## src/rtl/uart_recv.sv

```systemverilog
// rtl/uart_recv.sv - 8N1 UART receiver with one-cycle valid/frame_err pulses
// Optional UART_RECV_MAJORITY_EN: 2-of-3 vote on data and stop bits.
module uart_recv #(
  parameter int CLK_FREQ  = 100_000_000,
  parameter int BAUD_RATE = 9600
) (
  input  logic       clk,
  input  logic       rst,
  input  logic       uart_rx,
  output logic       valid,
  output logic [7:0] recv_data,
  output logic       frame_err
);

  localparam int DIVIDER = CLK_FREQ / BAUD_RATE;
  localparam logic [13:0] CNT_LAST  = 14'(DIVIDER - 1);
  localparam logic [13:0] HALF_LAST = 14'(DIVIDER / 2 - 1);

  typedef enum logic [2:0] {IDLE, START, DATA, STOP, ERR} state_t;

  state_t      state, state_nxt;
  logic [13:0] cnt, cnt_nxt;
  logic [2:0]  idx, idx_nxt;
  logic [7:0]  sh, sh_nxt;
  logic [7:0]  recv_nxt;
  logic        valid_nxt, ferr_nxt;
  logic        rx_m, rx_s;
  logic        bit_val;

  always_ff @(posedge clk) begin
    if (rst) begin
      rx_m <= 1'b1;
      rx_s <= 1'b1;
    end else begin
      rx_m <= uart_rx;
      rx_s <= rx_m;
    end
  end

`ifdef UART_RECV_MAJORITY_EN
  // Two early samples are held so the vote completes on the bit-centre cycle.
  logic [1:0] votes;
  always_ff @(posedge clk) begin
    if (rst) begin
      votes <= 2'b11;
    end else if (state == DATA || state == STOP) begin
      if (cnt == CNT_LAST - 14'd2) votes[0] <= rx_s;
      if (cnt == CNT_LAST - 14'd1) votes[1] <= rx_s;
    end
  end
  assign bit_val = (votes[0] & votes[1]) | (votes[0] & rx_s) | (votes[1] & rx_s);
`else
  assign bit_val = rx_s;
`endif

  always_ff @(posedge clk) begin
    if (rst) begin
      state     <= IDLE;
      cnt       <= '0;
      idx       <= '0;
      sh        <= '0;
      recv_data <= '0;
      valid     <= 1'b0;
      frame_err <= 1'b0;
    end else begin
      state     <= state_nxt;
      cnt       <= cnt_nxt;
      idx       <= idx_nxt;
      sh        <= sh_nxt;
      recv_data <= recv_nxt;
      valid     <= valid_nxt;
      frame_err <= ferr_nxt;
    end
  end

  always_comb begin
    state_nxt = state;
    cnt_nxt   = cnt;
    idx_nxt   = idx;
    sh_nxt    = sh;
    recv_nxt  = recv_data;
    valid_nxt = 1'b0;
    ferr_nxt  = 1'b0;
    case (state)
      IDLE: begin
        cnt_nxt = '0;
        if (!rx_s) state_nxt = START;
      end
      START: begin
        if (cnt == HALF_LAST) begin
          cnt_nxt = '0;
          if (!rx_s) begin
            idx_nxt   = '0;
            state_nxt = DATA;
          end else begin
            state_nxt = IDLE;
          end
        end else begin
          cnt_nxt = cnt + 14'd1;
        end
      end
      DATA: begin
        if (cnt == CNT_LAST) begin
          // Wire order is LSB first, so each new bit enters at the top.
          sh_nxt  = {bit_val, sh[7:1]};
          cnt_nxt = '0;
          if (idx == 3'd7) state_nxt = STOP;
          else             idx_nxt   = idx + 3'd1;
        end else begin
          cnt_nxt = cnt + 14'd1;
        end
      end
      STOP: begin
        if (cnt == CNT_LAST) begin
          cnt_nxt = '0;
          if (bit_val) begin
            recv_nxt  = sh;
            valid_nxt = 1'b1;
            state_nxt = IDLE;
          end else begin
            ferr_nxt  = 1'b1;
            state_nxt = ERR;
          end
        end else begin
          cnt_nxt = cnt + 14'd1;
        end
      end
      ERR: begin
        cnt_nxt = '0;
        if (rx_s) state_nxt = IDLE;
      end
      default: state_nxt = IDLE;
    endcase
  end

endmodule

```

## config.mk

```make
export PLATFORM = sky130hd
export DESIGN_NAME = uart_recv
export DESIGN_NICKNAME = d
export VERILOG_FILES = /design/src/rtl/uart_recv.sv
export SDC_FILE = /design/constraint.sdc
export NUM_CORES = 1
export LEC_CHECK = 0
export ABC_AREA = 1
export CORE_UTILIZATION = 55
export CTS_BUF_LIST = sky130_fd_sc_hd__clkbuf_4 sky130_fd_sc_hd__clkbuf_8 sky130_fd_sc_hd__clkbuf_16
export CTS_CLUSTER_DIAMETER = 100
export DETAILED_ROUTE_END_ITERATION = 8
export GPL_ROUTABILITY_DRIVEN = 0
export PLACE_DENSITY = 0.8
export SLEW_MARGIN = 20
export SYNTH_ARGS = -nofsm -noshare
export SYNTH_HDL_FRONTEND = slang
export SYNTH_SLANG_ARGS = --single-unit
```

## constraint.sdc

```tcl
create_clock -name clk -period 2.9 [get_ports clk]
set_clock_uncertainty 0.1 [all_clocks]
set_input_delay 0.58 -clock clk [delete_from_list [all_inputs] [get_ports clk]]
set_output_delay 0.58 -clock clk [all_outputs]
set_load 0.02 [all_outputs]
```

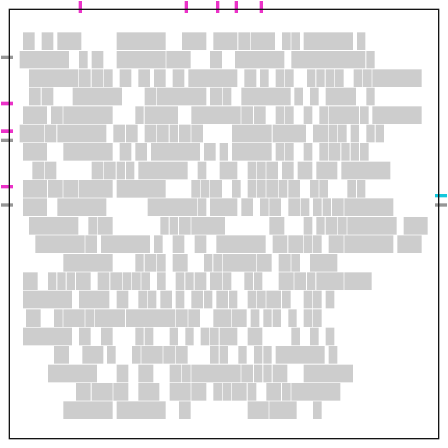
**Above:** run 1 (pin placement).
Pins as bars across the die edge, other pins in gray.
| port | color | pins | direction | edge |
|---|---|---|---|---|
| recv_data | magenta | 8 | output | 5 top, 3 left |
| frame_err | cyan | 1 | output | right |
all pins by edge: 6 left, 5 top, 2 right
# port buffers: 12
Die W: 63.08 um
Die Ht: 63.08 um

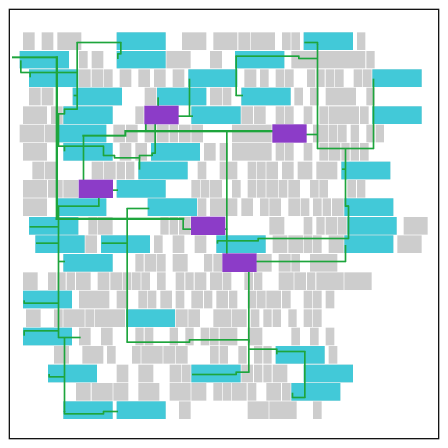
**Above:** run 1 (routed clock nets over the placement).
[flip-flops] cyan | count: 40
[clock-net drivers] purple | count: 5
[clock wires] green | length: 460 um
routed clock nets: 6
flops lie: widely spread
Latency at later pin: 0.29 ns
Clock power frac: 0.272
Clock net power: 450 uW

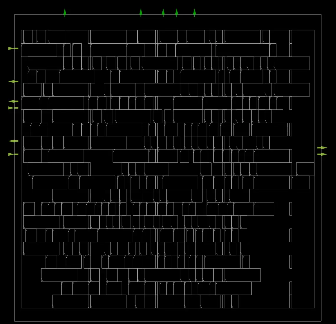
**Above:** run 1 (cell placement).
fin cells: 351
sequential cell area share: 0.3474
Flops: 40

run 1: layer usage:
layer	GRT usage	vias up
li1	-	935
met1	0.2999	805
met2	0.3575	70
met3	0.06341	6
met4	0.08721	0
met5	0	-
run 1: cells by family (layout without fill, tap and decap cells):
family          count (synthesis)  after routing  synth area share
compound gates                 42             42            0.1043
flops                          40             40            0.3902
xor+xnor                        7              7           0.02988
simple gates                  143            143            0.3421
buf+inv                        53             69            0.1091
fa+ha+maj                       4              4           0.02439
run 1: Yosys cell counts:
cell      count  area [sq um]
nor3_1        3         15.01
nand2_4       1         11.26
nor3b_1       1         7.510
ha_1          4         50.05
nor2_2       11         68.82
a21oi_1      22         110.1
nand3_1      24         120.1
nor2_4        4         45.04
nand4_1       3         18.77
inv_2         5         18.77
nor2_1       26         97.59
buf_6         1         11.26
o21ai_0      18         90.09
buf_12        1         20.02
nand2_1      56         210.2
o21ai_2       1         8.760
xnor2_1       1         8.760
and3_1        1         6.260
buf_2         1         5.000
clkbuf_1      2         7.510
nand2_2       9         56.30
xor2_1        6         52.55
nor3_4        2         32.53
inv_1        43         161.4
or2_2         2         12.51
o21ai_1       1         5.000
dfxtp_1      40         800.8
run 1: state kept, by name (all words and copies together), names as in the netlist:
register   cells
state          3
recv_data      8
cnt           14
sh             8
frame_err      1
idx            3
bit_val        1
rx_m           1
valid          1
run 1: final cells by class:
cell class | instances | area share
Clock buffer | 5 | 0.02986
Clock inverter | 3 | 0.01846
Inverter | 48 | 0.07818
Multi-Input combinational cell | 196 | 0.4457
Sequential cell | 40 | 0.3474
Tap cell | 46 | 0.02497
Timing Repair Buffer | 13 | 0.05537
run 1: metrics by stage:
step,area (sq um),utilization
floorplan,2052,-
global placement,2193,0.6372
detailed placement,2193,0.6372
CTS,2305,0.6696
global route,2305,0.6696
finish,2305,0.6696
run 1: where the power goes:
group	switching, uW	internal, uW
sequential	51.3	591
combinational	379	181
clock	196	255
total	625	1030
run 1: how the worst max path moves through the flow:
| stage | slack [ns] | depth (start not counted) | start | end |
|---|---|---|---|---|
| final | 0.90 | 6 | cnt[0] | sh[1] |
| after detailed placement | 0.88 | 5 | rst | sh[1] |
| after CTS | 0.88 | 6 | cnt[0] | sh[1] |
| after global routing | 0.66 | 6 | cnt[0] | sh[1] |
| after global placement | 0.96 | 5 | rst | sh[0] |
| after floorplan | 1.28 | 11 | cnt[0] | cnt[10] |
==> job_summary.md, run 1 <==
## Implementation flow summary

| Metric | Value |
|---|---|
| Worst hold start | rx_m |
| Row count | 21 |
| Status | complete, no violations |
| Cells after Synth | 289 |
| Endpoints failing hold | 0 |
| Tool Warnings | 27 |
| Post-CTS Hold Buffers | 0 |
| Yosys stat cell total | 289 |
| Post-CTS sizing | 0 |
| Max-cap violations | 0 |
| Num CTS Buffers | 5 |
| Distinct lib cells used | 27 |
| Reg2reg end | sh[1] |
| Post-route DRC | 0 |
| Clock sinks | 40 |
| Vias in the first global route | 1685 |
| Mapped Area | 2052 sq um |
| Fraction of layout cells with a size suffix above 1 | 0.1443 |
| Area delta synth->final | 12.32% |
| Mean Syn Cell Area | 7.100 sq um |
| R2r worst-path depth | 6 |
| Largest net degree at the start of global routing | 20 |
| Vias per Instance | 5.174 |
| Critical path's top delay family | simple AND/OR/NAND/NOR gates |
| Maximum vdd drop | 0.4011 mV |
| WS Path Type | reg -> reg |
| HP Class | reg -> reg |
| Met1 WL | 1864 um |
| Cycle use final | 0.6911 |
| CP Max Fanout | 16 |
| Setup-failing EPs final | 0 |
| Post-DP HPWL | 2927 um |
| Via count | 1816 |
| Setup WS pre-CTS | 0.8807 ns |
| Leak | 0.0009854 uW |
| Unrepaired setup endpoints after global routing | no |
## Run 2: what changed since run 1
==> constraint.sdc (replaced) <==
create_clock -name clk -period 2 [get_ports clk]
set_clock_uncertainty 0.1 [all_clocks]
set_input_delay 0.4 -clock clk [delete_from_list [all_inputs] [get_ports clk]]
set_output_delay 0.4 -clock clk [all_outputs]
set_load 0.02 [all_outputs]
==> run 2 against run 1 <==
Against the previous run: register-to-register slack worse by 0.74 ns; synthesized cell count unchanged; critical path depth up 4; power up 36%; largest power group unchanged; combinational power is 41% higher; worst setup slack got worse by 0.74 ns; via count down 1.8%; non-clock buffer count grew 1; synthesized area stayed put; fmax up 8.5%; first-iteration DRC count is 34% lower.
==> job_summary.md, run 2 <==
## Implementation flow summary

| Metric | Value |
|---|---|
| Die W | 63.08 um (unchanged) |
| Area fraction in mux cells | 0 (unchanged) |
| Dominant flop cell | dfxtp_1 |
| Status | complete, no violations |
| Top cells by area, synth | dfxtp_1, nand2_1, inv_1 |
| Largest net degree at the start of global routing | 21 (+5.0%) |
| CTS Root Cell | clkbuf_8 |
| Area share of the largest cell type after synthesis | 0.3902 (unchanged) |
| Fin cells | 351 (unchanged) |
| EDFF count, synth | 0 (unchanged) |
| Vias per Instance | 5.083 (-1.8%) |
| Synth logic family | simple AND/OR/NAND/NOR gates |
| Crit path top cell by count | nand2_2 |
| Psw | 867.0 uW (+39%) |
| Post-DP HPWL | 2944 um (+0.57%) |
| HP Class | reg -> reg |
| Yosys stat cell total | 289 (unchanged) |
| Synth Area in Adders | 0.02439 (unchanged) |
| Vias in the first global route | 1604 (-4.8%) |
| Max-cap violations | 0 (unchanged) |
| Simple share | 0.3421 (unchanged) |
| Net Sw Frac | 0.3872 (+0.008646) |
| Most common cell in the synthesized netlist | nand2_1 |
| Cells after Synth | 289 (unchanged) |
| Internal Pwr Total | 1372 uW (+34%) |
| Global-route wire length before repair | 7093 um |
| Post-CTS sizing | 0 (unchanged) |
| Setup-failing EPs final | 0 (unchanged) |
| Setup WS pre-CTS | 0.06917 ns (-0.8116 ns) |
| Leak | 0.0009806 uW (-0.49%) |
| WS Path Type | reg -> reg |
| Clock sinks | 40 (unchanged) |
| Tool Warnings | 28 (+3.7%) |
| XOR Share, Synth | 0.02988 (unchanged) |
| Via count | 1784 (-1.8%) |
| Die Ht | 63.08 um (unchanged) |
| Register share of total power | 0.416 (+0.027) |
| Endpoints failing hold | 0 (unchanged) |
| Fraction of layout cells with a size suffix above 1 | 0.1475 (+0.003279) |
| Distinct lib cells used | 27 (unchanged) |
| Largest regs | cnt (14), recv_data (8), sh (8) |
| Unrepaired setup endpoints after global routing | yes |
| Worst-path cell chain | ha_1, nand3_1, nor2_2, nand2_2, nand2_2, nand2_2, nand2_2, nand2_2, nand2_4, nor2_1 |
| Maximum vdd drop | 0.5802 mV (+45%) |
| Mean Syn Cell Area | 7.100 sq um (unchanged) |
| Mapped Area | 2052 sq um (unchanged) |
| Post-CTS Hold Buffers | 0 (unchanged) |
| Post-synth ARST share | 0 (unchanged) |
| Max reg flops | 14 (unchanged) |
| Largest register by flop count | cnt |
| Post-route DRC | 0 (unchanged) |
| CP Max Fanout | 11 (-5) |
| Commonest cells post-synth | nand2_1, inv_1, dfxtp_1 |
| # port buffers | 12 (unchanged) |
| Largest area contributor in the netlist | dfxtp_1 |
| Num CTS Buffers | 5 (unchanged) |
| Critical Path AT | 1.93 ns |
-- run 2: metal layers --
metal	track usage	vias to the layer above	wire length (um)
met4	0.1017	0	72
li1	-	937	-
met5	0	-	0
met1	0.3068	797	2050
met2	0.3468	43	1779
met3	0.07065	7	165
-- run 2: path summary, 6_finish.rpt --
check,depth (start not counted),slack (ns),startpoint,end
max,10,0.15,cnt[0],cnt[13]
max reg2reg,10,0.15,cnt[0],cnt[13]
min,1,0.31,rx_m,bit_val
min reg2reg,1,0.31,rx_m,bit_val
-- run 2: critical path: cells and delay by family, from the launching register on --
family,cells,cell delay (ns)
adder cells (fa/ha/maj),1,0.24
flip-flops,1,0.41
AND/OR/NAND/NOR,9,0.98
-- run 2: kinds of logic after synthesis --
logic type	count (synthesis)
AND-OR/OR-AND	42
flip-flops	40
buffers and inverters	53
AND/OR/NAND/NOR	143
adder cells (fa/ha/maj)	4
XOR/XNOR	7
-- run 2: power groups by stage --
stage	sequential, uW	clock [uW]	combinational, uW
2_1_floorplan	933	0	718
3_3_place_gp	944	0	766
3_5_place_dp	949	0	781
4_1_cts	930	532	786
5_1_grt	937	563	917
6_report	931	517	791
-- run 2: final cells by class --
cell class / count / area (sq um) / area share
inverters: 48 / 180.2 / 0.07877
well taps: 46 / 57.56 / 0.02516
repair buffers: 14 / 135.1 / 0.05908
clock buffers: 6 / 76.32 / 0.03337
flip-flops and latches: 40 / 800.8 / 0.3501
multi-input cells: 196 / 1032 / 0.4513
clock inverters: 1 / 5.005 / 0.002188
-- run 2: stage by stage --
stage	power (uW)	cell area, sq um
global route	2416	2287
floorplan	1651	2052
global placement	1711	2201
detailed placement	1730	2201
CTS	2248	2282
finish	2239	2287
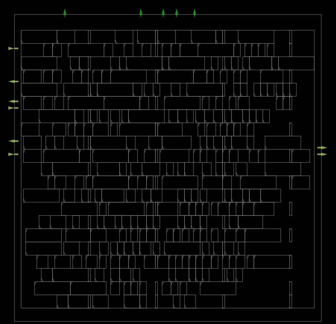
**Above:** run 2 (cell placement).
core area: 3442 sq um
row count: 21
utilization after layout: 0.6645

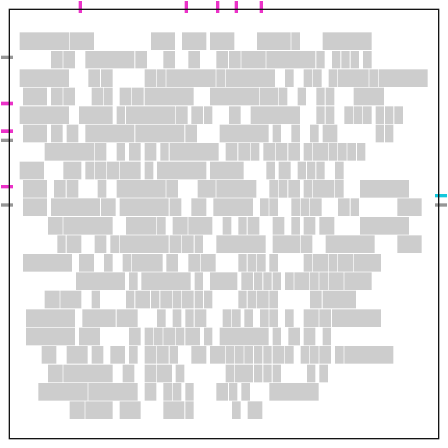
**Above:** run 2 (pin placement).
Pins as bars across the die edge, other pins in gray.
| port | color | pins | direction | edge |
|---|---|---|---|---|
| recv_data | magenta | 8 | output | 5 top, 3 left |
| frame_err | cyan | 1 | output | right |
all pins by edge: 6 left, 5 top, 2 right

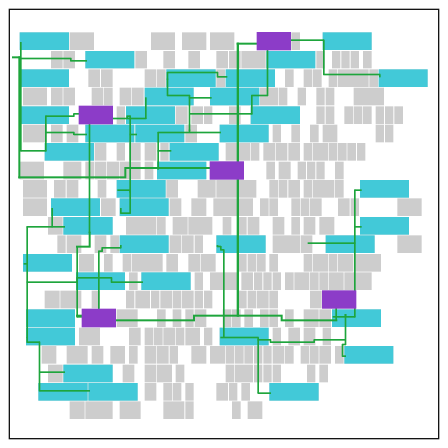
**Above:** run 2 (routed clock nets over the placement).
[clock-net drivers] purple | count: 5
[flip-flops] cyan | count: 40
[clock wires] green | length: 495 um
routed clock nets: 6
Clock power frac: 0.231
Clock net power: 517 uW
Latency at later pin: 0.30 ns

No activity file was given, so power comes from the tool's default toggle rates.
